==> src/rtl/add16_sched.sv <==
// add16_sched: round-robin sequencer that lets two add/sub clients share one
// 16-bit carry-lookahead adder slice; 32-bit jobs take two rippled passes.
module add16_sched (
  input  logic        i_clk,
  input  logic        i_rst_n,
  input  logic [1:0]  i_req_valid,
  output logic [1:0]  o_req_ready,
  input  logic [1:0]  i_req_op0,
  input  logic [1:0]  i_req_op1,
  input  logic [31:0] i_req_a0,
  input  logic [31:0] i_req_b0,
  input  logic [31:0] i_req_a1,
  input  logic [31:0] i_req_b1,
  output logic        o_rsp_valid,
  input  logic        i_rsp_ready,
  output logic        o_rsp_id,
  output logic [31:0] o_rsp_sum,
  output logic        o_rsp_cout,
  output logic        o_rsp_ovf,
  output logic        o_busy,
  output logic [15:0] o_add_a,
  output logic [15:0] o_add_b,
  output logic        o_add_cin,
  input  logic [15:0] i_add_f,
  input  logic        i_add_px,
  input  logic        i_add_gx,
  input  logic        i_add_c14
);

  typedef enum logic [1:0] {
    IDLE = 2'd0,
    LO   = 2'd1,
    HI   = 2'd2,
    RSP  = 2'd3
  } state_t;

  state_t      r_state;
  state_t      w_state_nxt;
  logic        r_last;
  logic        r_id;
  logic [1:0]  r_op;
  logic [31:0] r_a;
  logic [31:0] r_b;
  logic [15:0] r_sum_lo;
  logic [15:0] r_sum_hi;
  logic        r_carry;
  logic        r_ovf;
  logic        r_rsp_valid;
  logic        r_busy;

  logic [1:0]  w_grant;
  logic [1:0]  w_req_ready;
  logic        w_accept;
  logic        w_gnt_id;
  logic [1:0]  w_op_in;
  logic [31:0] w_a_in;
  logic [31:0] w_b_in;
  logic        w_sub;
  logic [31:0] w_b_eff;
  logic [15:0] w_add_a;
  logic [15:0] w_add_b;
  logic        w_add_cin;
  logic        w_carry;
  logic        w_ovf;

  // On contention the requester that was not served last time wins.
  always_comb begin
    w_grant = 2'b00;
    case (i_req_valid)
      2'b01:   w_grant = 2'b01;
      2'b10:   w_grant = 2'b10;
      2'b11:   w_grant = r_last ? 2'b01 : 2'b10;
      default: w_grant = 2'b00;
    endcase
  end

  assign w_req_ready = (i_rst_n && (r_state == IDLE)) ? w_grant : 2'b00;
  assign w_accept    = |w_req_ready;
  assign w_gnt_id    = w_req_ready[1];
  assign w_op_in     = w_gnt_id ? i_req_op1 : i_req_op0;
  assign w_a_in      = w_gnt_id ? i_req_a1  : i_req_a0;
  assign w_b_in      = w_gnt_id ? i_req_b1  : i_req_b0;

  // Subtract runs as a + ~b + 1; the +1 enters as the first-pass carry-in.
  assign w_sub   = r_op[0];
  assign w_b_eff = w_sub ? ~r_b : r_b;

  // Adder pins: low slice in LO, high slice with the rippled carry in HI.
  always_comb begin
    w_add_a   = 16'h0000;
    w_add_b   = 16'h0000;
    w_add_cin = 1'b0;
    case (r_state)
      LO: begin
        w_add_a   = r_a[15:0];
        w_add_b   = w_b_eff[15:0];
        w_add_cin = w_sub;
      end
      HI: begin
        w_add_a   = r_a[31:16];
        w_add_b   = w_b_eff[31:16];
        w_add_cin = r_carry;
      end
      default: begin
        w_add_a   = 16'h0000;
        w_add_b   = 16'h0000;
        w_add_cin = 1'b0;
      end
    endcase
  end

  assign w_carry = i_add_gx | (i_add_px & w_add_cin);
  assign w_ovf   = w_carry ^ i_add_c14;

  // Next-state sequencing.
  always_comb begin
    w_state_nxt = r_state;
    case (r_state)
      IDLE: begin
        if (w_accept) w_state_nxt = LO;
        else          w_state_nxt = IDLE;
      end
      LO:  w_state_nxt = r_op[1] ? HI : RSP;
      HI:  w_state_nxt = RSP;
      RSP: begin
        if (i_rsp_ready) w_state_nxt = IDLE;
        else             w_state_nxt = RSP;
      end
      default: w_state_nxt = IDLE;
    endcase
  end

  // State register.
  always_ff @(posedge i_clk or negedge i_rst_n) begin
    if (!i_rst_n) r_state <= IDLE;
    else          r_state <= w_state_nxt;
  end

  // Job capture at accept and per-pass result capture.
  always_ff @(posedge i_clk or negedge i_rst_n) begin
    if (!i_rst_n) begin
      r_last   <= 1'b1;
      r_id     <= 1'b0;
      r_op     <= 2'b00;
      r_a      <= 32'h0000_0000;
      r_b      <= 32'h0000_0000;
      r_sum_lo <= 16'h0000;
      r_sum_hi <= 16'h0000;
      r_carry  <= 1'b0;
      r_ovf    <= 1'b0;
    end else begin
      if (w_accept) begin
        r_last   <= w_gnt_id;
        r_id     <= w_gnt_id;
        r_op     <= w_op_in;
        r_a      <= w_a_in;
        r_b      <= w_b_in;
        r_sum_hi <= 16'h0000;
      end
      if (r_state == LO) begin
        r_sum_lo <= i_add_f;
        r_carry  <= w_carry;
        r_ovf    <= w_ovf;
      end
      if (r_state == HI) begin
        r_sum_hi <= i_add_f;
        r_carry  <= w_carry;
        r_ovf    <= w_ovf;
      end
    end
  end

  // Status flags registered from the upcoming state.
  always_ff @(posedge i_clk or negedge i_rst_n) begin
    if (!i_rst_n) begin
      r_rsp_valid <= 1'b0;
      r_busy      <= 1'b0;
    end else begin
      r_rsp_valid <= (w_state_nxt == RSP);
      r_busy      <= (w_state_nxt != IDLE);
    end
  end

  assign o_req_ready = w_req_ready;
  assign o_rsp_valid = r_rsp_valid;
  assign o_rsp_id    = r_id;
  assign o_rsp_sum   = {r_sum_hi, r_sum_lo};
  assign o_rsp_cout  = r_carry;
  assign o_rsp_ovf   = r_ovf;
  assign o_busy      = r_busy;
  assign o_add_a     = w_add_a;
  assign o_add_b     = w_add_b;
  assign o_add_cin   = w_add_cin;

endmodule

==> config.mk <==
export PLATFORM = sky130hd
export DESIGN_NAME = add16_sched
export DESIGN_NICKNAME = d
export VERILOG_FILES = /design/src/rtl/add16_sched.sv
export SDC_FILE = /design/constraint.sdc
export NUM_CORES = 1
export LEC_CHECK = 0
export CORE_MARGIN = 2
export CORE_UTILIZATION = 36
export DETAILED_ROUTE_END_ITERATION = 10
export PLACE_DENSITY = 0.69
export REMOVE_ABC_BUFFERS = 1
export SLEW_MARGIN = 20
export SYNTH_ARGS = -nofsm -noshare
export SYNTH_HDL_FRONTEND = slang
export SYNTH_SLANG_ARGS = --single-unit
==> constraint.sdc <==
create_clock -name i_clk -period 2.18 [get_ports i_clk]
set_input_delay 0.436 -clock i_clk [delete_from_list [all_inputs] [get_ports i_clk]]
set_output_delay 0.436 -clock i_clk [all_outputs]
set_load 0.03 [all_outputs]
### A small window of the routed layout

Bar = 20 µm. Region (7, 7) to (57, 57) µm. Cells in gray, sequential cells in the stronger gray; small squares are vias.
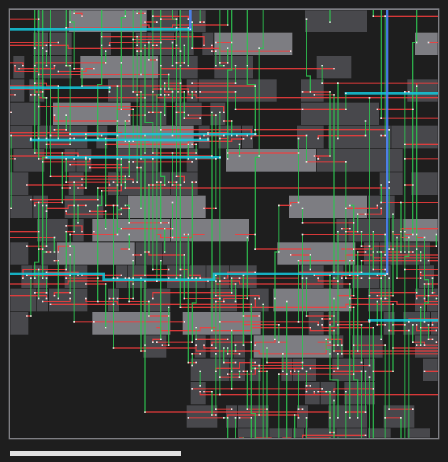
layer	color
met4	blue
met2	green
met3	cyan
met1	red
cells with their middle in the window	139
sequential cells in the window	16
most frequent	nand2_1 (31), clkdlybuf4s50_1 (17), dfrtp_1 (15)
netlist names of flops here include	`r_b` (13), `r_a` (2)

### Sequential cells colored by netlist name

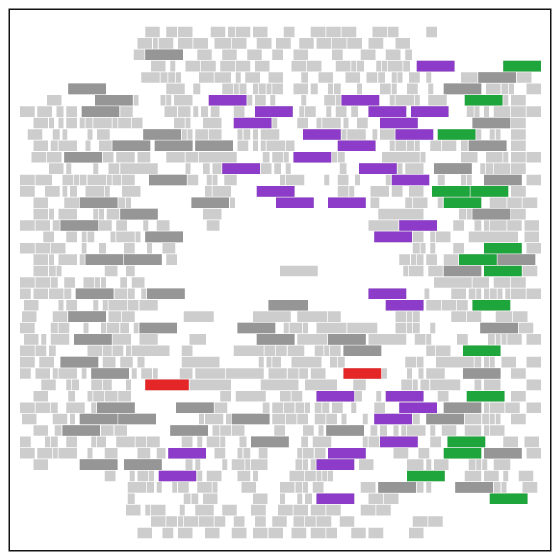
name in the netlist	color	flops
`r_a`	purple	32
`r_sum_hi`	green	16
`r_op`	red	2
not colored	56

### Signal metal coverage by tile

Bar = 50 µm. The die is cut into 26 by 26 equal tiles; black is low, pale yellow is high, scaled to the fullest tile. Values are wire area over tile area, all layers added.
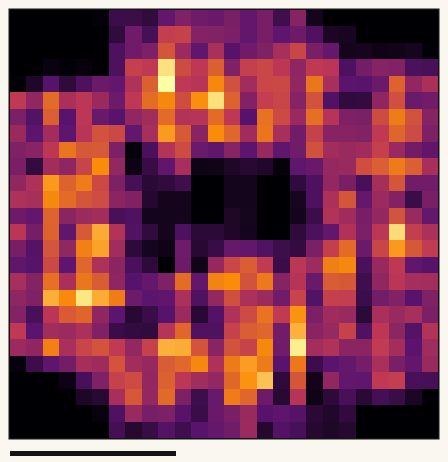
mean over tiles	0.17
emptiest ninth of the die	middle
densest ninth of the die	top middle
tiles over half the peak	25%
fullest tile	0.50

==> run notes <==
run metrics: status finished clean, die width 129 µm, max-slew violations 0, DRC errors left 0, mux frac, synth 3.20%, Critical Path Fanout Max 16, Antenna Cells 0, Synth area leader dfrtp_1, RD Place Congestion 0.879, Die Ht 129 µm, initial antenna violation count 0, most numerous cell on the critical path buf_4, Seq share, synth 47.2%, cell area after synthesis 5630 µm², H-Tree Depth 3, TNS Setup 0 ps, Post-DP Area 8090 µm², adder share 0.890%, input/output buffers 227, GRT Residual Overflow 0, worst hold slack 231 ps, clock transition at the registers of the reported paths 80 ps, Dominant combinational family simple AND/OR/NAND/NOR gates, Pre-Place Util 36.9%, drt via density 5.23, I/O pin count 228, largest net degree at the start of global routing 65, VDD IR-drop max 0.720 mV, Post-Syn Instances 626, Yosys Chip Area 5630 µm², antenna viol nets, final 0, global-route wire length before repair 28.1 mm, min-delay worst type in -> async, final wirelength 17.8 mm, most numerous cell in the Yosys netlist nand2_1, post-route minimum period 2160 ps, pwr/cell area 1510 nW/µm², Worst Path Required 1740 ps, final hold violation count 0, First-pass DRT Iterations 4, distinct lib cells 36, Clock Latency Late Sink 350 ps, CP Depth 6, Crit Path Class reg -> out, RSZ-0062 raised after global routing true, final instance area 8710 µm², Critical Path End Type output pin, Die Area 16600 µm², final setup violation count 0, fin crit share 99.0%, max_slew headroom 45.6%
### Cell placement

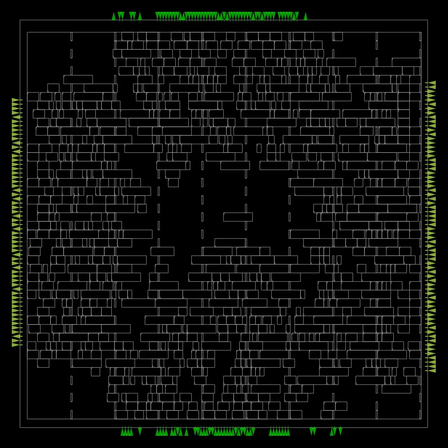
flop count: 106
Fillers: 1324
Cell Rows: 45
Post-Layout Cell Count: 1052

### Cell classes on the final placement

Fill, decap, tap and diode cells in gray.
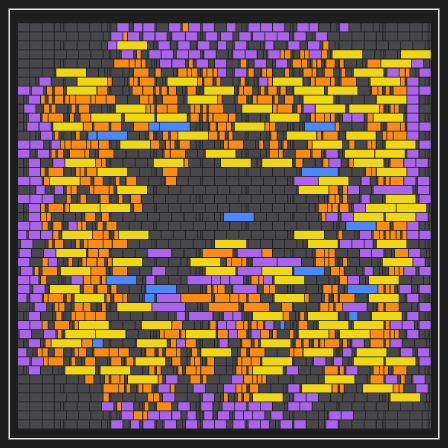
class	color	cells	share of their area
all other logic	orange	463	34%
clock drivers and dummy loads	blue	16	3.6%
flops	yellow	106	31%
other buffers and delay cells	purple	256	31%

## flip-flops by register name, summed over array words and instances (netlist names)
| signal | count |
|---|---|
| o_busy | 1 |
| o_rsp_cout | 1 |
| o_rsp_id | 1 |
| o_rsp_ovf | 1 |
| o_rsp_valid | 1 |
| r_a | 32 |
| r_b | 32 |
| r_last | 1 |
| r_op | 2 |
| r_state | 2 |
| r_sum_hi | 16 |
| r_sum_lo | 16 |
## repair_timing
action                     4_1_cts  5_1_grt
hold endpoints to repair         1        0
setup buffers                    5        0
hold buffers                     1        0
resized                         23       28
pin swaps                        0        1
setup endpoints to repair       35       32
cloned                           1        0
## final cells by class
class / count / area (µm²)
clock buffer: 10 / 229
timing repair buffer: 256 / 2600
tap: 211 / 264
inverter: 8 / 31.3
clock inverter: 6 / 71.3
multi-input combinational: 455 / 2860
sequential: 106 / 2660
fill: 1324 / 6540
## per-layer routing
metal  up-vias  track usage, %  routed length [µm]
met5         -               0                   0
met4         0            5.82                 189
met3        20            4.03                1010
met2       210            37.3                9140
met1      2693            27.0                7510
li1       2576               -                   -
## layout by cell type (no fill, tap or decap), types with 3 or more instances in the layout
cell type | netlist | final
clkdlybuf4s50_1 | 0 | 191
nand2_1 | 167 | 166
dfrtp_1 | 105 | 104
nand3_1 | 67 | 67
buf_4 | 2 | 46
o211ai_1 | 45 | 45
xor2_1 | 32 | 32
nor2_1 | 34 | 21
a22oi_2 | 0 | 20
o211ai_2 | 21 | 20
o21ai_0 | 17 | 17
mux2_2 | 16 | 16
nor2_2 | 0 | 13
a22oi_1 | 32 | 12
buf_12 | 0 | 11
clkbuf_16 | 0 | 9
inv_1 | 7 | 5
buf_6 | 4 | 5
a21oi_1 | 3 | 3
ha_4 | 0 | 3
inv_6 | 0 | 3
## stage by stage
| stage | worst slack, ps | utilization [%] | power (mW) |
|---|---|---|---|
| final | 21.7 | 57.1 | 13.2 |
| after global routing | -40.8 | 57.1 | 14.0 |
| after CTS | -3.77 | 56.3 | 13.0 |
| after detailed placement | 141 | 53.0 | 10.7 |
| after global placement | 163 | 53.0 | 10.6 |
| after floorplan | -1010 | - | 7.79 |
## cells by family after synthesis
kind of cell    after synthesis
fa+ha+maj                     4
compound gates              128
flops                       106
mux                          16
simple gates                275
buf+inv                      65
xor+xnor                     32
## final timing paths
check                            startpoint           to  slack, ps
worst max register to register   r_state[1]       r_b[3]        410
min in group i_clk              r_sum_lo[7]  r_sum_lo[7]        510
worst min-delay path                i_rst_n      r_a[20]        230
worst min register to register  r_sum_lo[7]  r_sum_lo[7]        510
max in group asynchronous           i_rst_n      r_b[17]       1290
worst max-delay path             r_state[1]   o_add_b[7]         20
## report_power, final
part | total (mW) | switching [mW] | internal (mW)
clock | 1.66 | 0.754 | 0.904
sequential | 3.60 | 0.633 | 2.97
combinational | 7.94 | 4.49 | 3.44
total | 13.2 | 5.88 | 7.32
Power and IR drop assume default switching activity.
